==> config.mk <==
export PLATFORM = sky130hd
export DESIGN_NAME = dmem_port_arbiter
export DESIGN_NICKNAME = d
export VERILOG_FILES = /design/src/rtl/dmem_port_arbiter.sv
export SDC_FILE = /design/constraint.sdc
export NUM_CORES = 1
export LEC_CHECK = 0
export ABC_AREA = 1
export ABC_CLOCK_PERIOD_IN_PS = 1900
export CAP_MARGIN = 25
export CORE_AREA = 2 2 173 175
export CTS_BUF_LIST = sky130_fd_sc_hd__clkbuf_2 sky130_fd_sc_hd__clkbuf_4 sky130_fd_sc_hd__clkbuf_8
export DETAILED_ROUTE_END_ITERATION = 7
export DIE_AREA = 0 0 175 177
export GPL_TIMING_DRIVEN = 0
export PLACE_DENSITY = 0.42
export REMOVE_ABC_BUFFERS = 1
export SETUP_SLACK_MARGIN = 0.3
export SYNTH_ARGS = -nofsm -noshare
export SYNTH_HDL_FRONTEND = slang
export SYNTH_SLANG_ARGS = --single-unit
==> constraint.sdc <==
create_clock -name clk -period 1.9 [get_ports clk]
set_input_delay 0.38 -clock clk [delete_from_list [all_inputs] [get_ports clk]]
set_output_delay 0.38 -clock clk [all_outputs]
set_load 0.02 [all_outputs]
==> src/rtl/dmem_port_arbiter.sv <==
// rtl/dmem_port_arbiter.sv - data-memory port arbiter between core load/store path and debug host.
// Core wins by default; a streak counter bounds how long a waiting debug request can be deferred.
module dmem_port_arbiter #(
  parameter int N          = 64,
  parameter int ADDR_W     = 15,
  parameter int MAX_STREAK = 4
) (
  input  logic              clk,
  input  logic              reset,
  input  logic              core_re,
  input  logic              core_we,
  input  logic [ADDR_W-1:0] core_addr,
  input  logic [N-1:0]      core_wdata,
  input  logic [2:0]        core_width,
  output logic [N-1:0]      core_rdata,
  output logic              core_stall,
  input  logic              dbg_req,
  input  logic              dbg_we,
  input  logic [ADDR_W-1:0] dbg_addr,
  input  logic [N-1:0]      dbg_wdata,
  output logic              dbg_ack,
  output logic [N-1:0]      dbg_rdata,
  output logic              dbg_busy,
  output logic              mem_re,
  output logic              mem_we,
  output logic [ADDR_W-4:0] mem_word_addr,
  output logic [2:0]        mem_byte_off,
  output logic [N-1:0]      mem_wdata,
  output logic [2:0]        mem_width,
  input  logic [N-1:0]      mem_rdata
);

  typedef enum logic [1:0] {ST_IDLE, ST_DBG, ST_ACK} state_t;

  localparam logic [3:0] LP_MAX = 4'(MAX_STREAK);

  state_t            r_state;
  state_t            w_state_nxt;
  logic [3:0]        r_streak;
  logic [3:0]        w_streak_nxt;
  logic [N-1:0]      r_dbg_rdata;
  logic              w_core_req;
  logic              w_grant;
  logic              w_dbg_own;
  logic [ADDR_W-1:0] w_addr;

  always_comb begin
    w_core_req   = core_re | core_we;
    w_grant      = (r_state == ST_IDLE) & dbg_req & (~w_core_req | (r_streak == LP_MAX));
    w_state_nxt  = r_state;
    w_streak_nxt = r_streak;
    case (r_state)
      ST_IDLE: if (w_grant) w_state_nxt = ST_DBG;
      ST_DBG:  w_state_nxt = ST_ACK;
      ST_ACK:  w_state_nxt = ST_IDLE;
      default: w_state_nxt = ST_IDLE;
    endcase
    // ACK ignores dbg_req for streak purposes; only a dropped request clears it there.
    if (r_state == ST_DBG || !dbg_req) begin
      w_streak_nxt = 4'd0;
    end else if (r_state == ST_IDLE && r_streak != LP_MAX) begin
      w_streak_nxt = r_streak + 4'd1;
    end
  end

  // Reset takes the port back from the debug host immediately, aborting a DBG-cycle write.
  always_comb begin
    w_dbg_own  = (r_state == ST_DBG) & ~reset;
    w_addr     = w_dbg_own ? dbg_addr : core_addr;
    mem_re     = w_dbg_own ? ~dbg_we : core_re;
    mem_we     = w_dbg_own ? dbg_we : core_we;
    mem_wdata  = w_dbg_own ? dbg_wdata : core_wdata;
    mem_width  = w_dbg_own ? 3'b111 : core_width;
    core_stall = w_dbg_own & w_core_req;
    dbg_ack    = (r_state == ST_ACK) & ~reset;
    dbg_busy   = ((r_state == ST_DBG) | (r_state == ST_ACK)) & ~reset;
  end

  assign mem_word_addr = w_addr[ADDR_W-1:3];
  assign mem_byte_off  = w_addr[2:0];
  assign core_rdata    = mem_rdata;
  assign dbg_rdata     = r_dbg_rdata;

  always_ff @(posedge clk) begin
    if (reset) begin
      r_state     <= ST_IDLE;
      r_streak    <= 4'd0;
      r_dbg_rdata <= '0;
    end else begin
      r_state  <= w_state_nxt;
      r_streak <= w_streak_nxt;
      if (r_state == ST_DBG && !dbg_we) begin
        r_dbg_rdata <= mem_rdata;
      end
    end
  end

endmodule

==> images/ff_map.png <==
Drawn at 2 px/um.
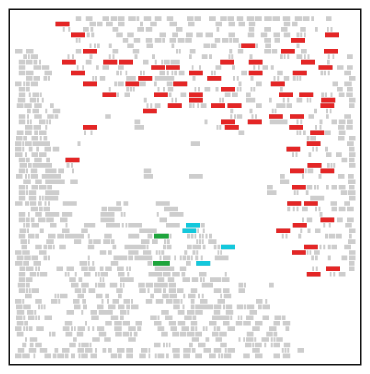
legend:
  green:
    name_in_the_netlist: `r_state`
    flops: 2
  cyan:
    name_in_the_netlist: `r_streak`
    flops: 4
  red:
    name_in_the_netlist: `dbg_rdata`
    flops: 64
Core Util, Final: 0.343
flop share of the area: 0.140

==> images/m2.png <==
Drawn at 2 px/um.
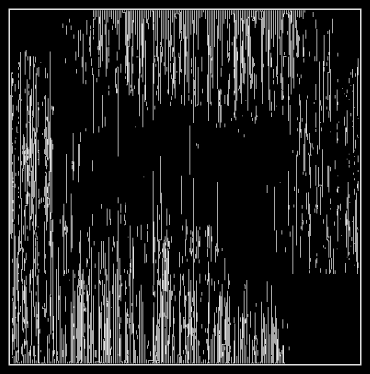
longest straight run: 97.2 um
wire length on this layer: 12800 um
main direction: vertical
met2 Resource Use GR: 0.267
routed vias: 5450
final WL: 24.3 mm

==> images/sizing.png <==
Drawn at 3 px/um.
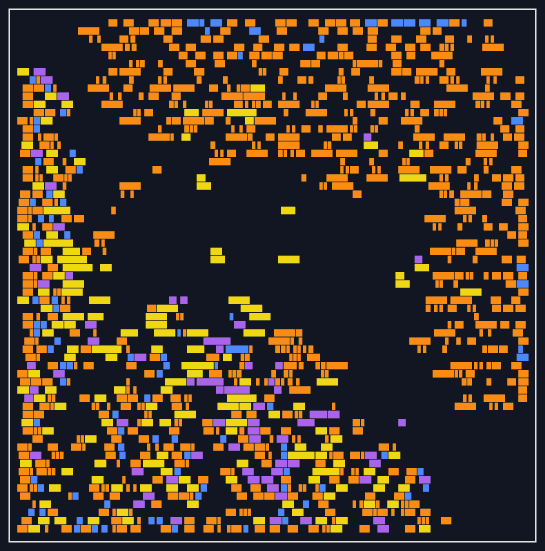
legend:
  purple:
    size: x3 and x4
    cells: 66
    most_used: nand2_4
  yellow:
    size: x6 and larger
    cells: 144
    most_used: buf_6
  orange:
    size: x1 and smaller
    cells: 772
    most_used: clkdlybuf4s50_1
  blue:
    size: x2
    cells: 94
    most_used: nand2_2
Worst Setup Slack, final: -305 ps
Final Instance Area: 10000 um2
Non-clock buffers: 487

==> images/congestion_map.png <==
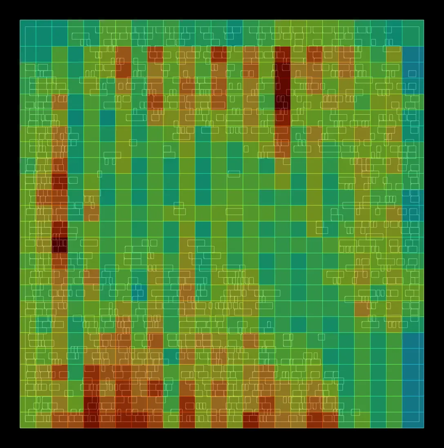
global-route track usage on met3: 0.0432
WL/cell: 16.6 um
total global routing track utilization: 0.144
gr busiest metal: met2
M1 GR Usage: 0.155

==> impl_metrics.json <==
{
  "drt_pass1_iterations": 4,
  "clock.fmax_ghz": 0.453,
  "htreeDepth": 3,
  "critical_path.reg2reg.startpoint": "r_state[1]$_SDFFE_PP0P_",
  "area.growth.synth_to_final_pct": 145,
  "status": "finished, violations left",
  "report.final.slew_viol_count": 0,
  "fin_cells": 1468,
  "synth.largest_area_cell": "dfxtp_1",
  "endpoint_of_the_worst_slack_reg_to_reg_timing_path": "dbg_rdata[23]$_SDFFE_PP0P_",
  "worst_path_largest_cell_delay_ps": 330,
  "failed_checks": "negative setup slack",
  "grt_first_pass_wirelength_mm": 33.2,
  "final.setup.worst_slack_ps": -305,
  "fp.dieH_um": 177,
  "setup_viol": 85,
  "hold_viol_final": 0,
  "met3_wire_length_mm": 1.65,
  "cts.clk_slew.worst_paths_ps": 80,
  "largest_reg_flops": 64,
  "die_w_um": 175,
  "critical_path_startpoint_category": "flip-flop",
  "synth_dominant_cell_count": "nand2_1",
  "post_synth_inst_count": 665,
  "post_cts_resize_count": 752,
  "end_point_of_the_worst_hold_path": "dbg_rdata[5]$_SDFFE_PP0P_",
  "routabilityCongestion": 0.820,
  "synth.distinct_cells": 19,
  "synth.top_cells.by_area": "dfxtp_1 (34%), nand2_1 (23%), nor2_1 (12%)",
  "netlist_area_um2": 4100,
  "synth_compound_gate_area_share": 0.0909,
  "muxShareOfSynthArea": 0
}
[critical path: cells and delay by family (launching register included)]
family | cells | cell delay [ps]
AND/OR/NAND/NOR | 3 | 240
buffers and inverters | 7 | 740
flip-flops | 1 | 330
adder cells (fa/ha/maj) | 1 | 150
[area by class of cell]
cell class,instances,area [um2]
Timing Repair inverter,8,133
Fill cell,3136,19200
Inverter,18,98.8
Timing Repair Buffer,487,5180
Sequential cell,70,1410
Antenna cell,2,5.00
Clock inverter,7,61.3
Tap cell,390,488
Multi-Input combinational cell,477,2540
Clock buffer,9,124
[where the power goes]
part | internal, uW | switching, uW
Sequential | 1830 | 166
Combinational | 3050 | 3570
Clock | 501 | 689
Total | 5380 | 4420
Power and IR drop assume default switching activity.
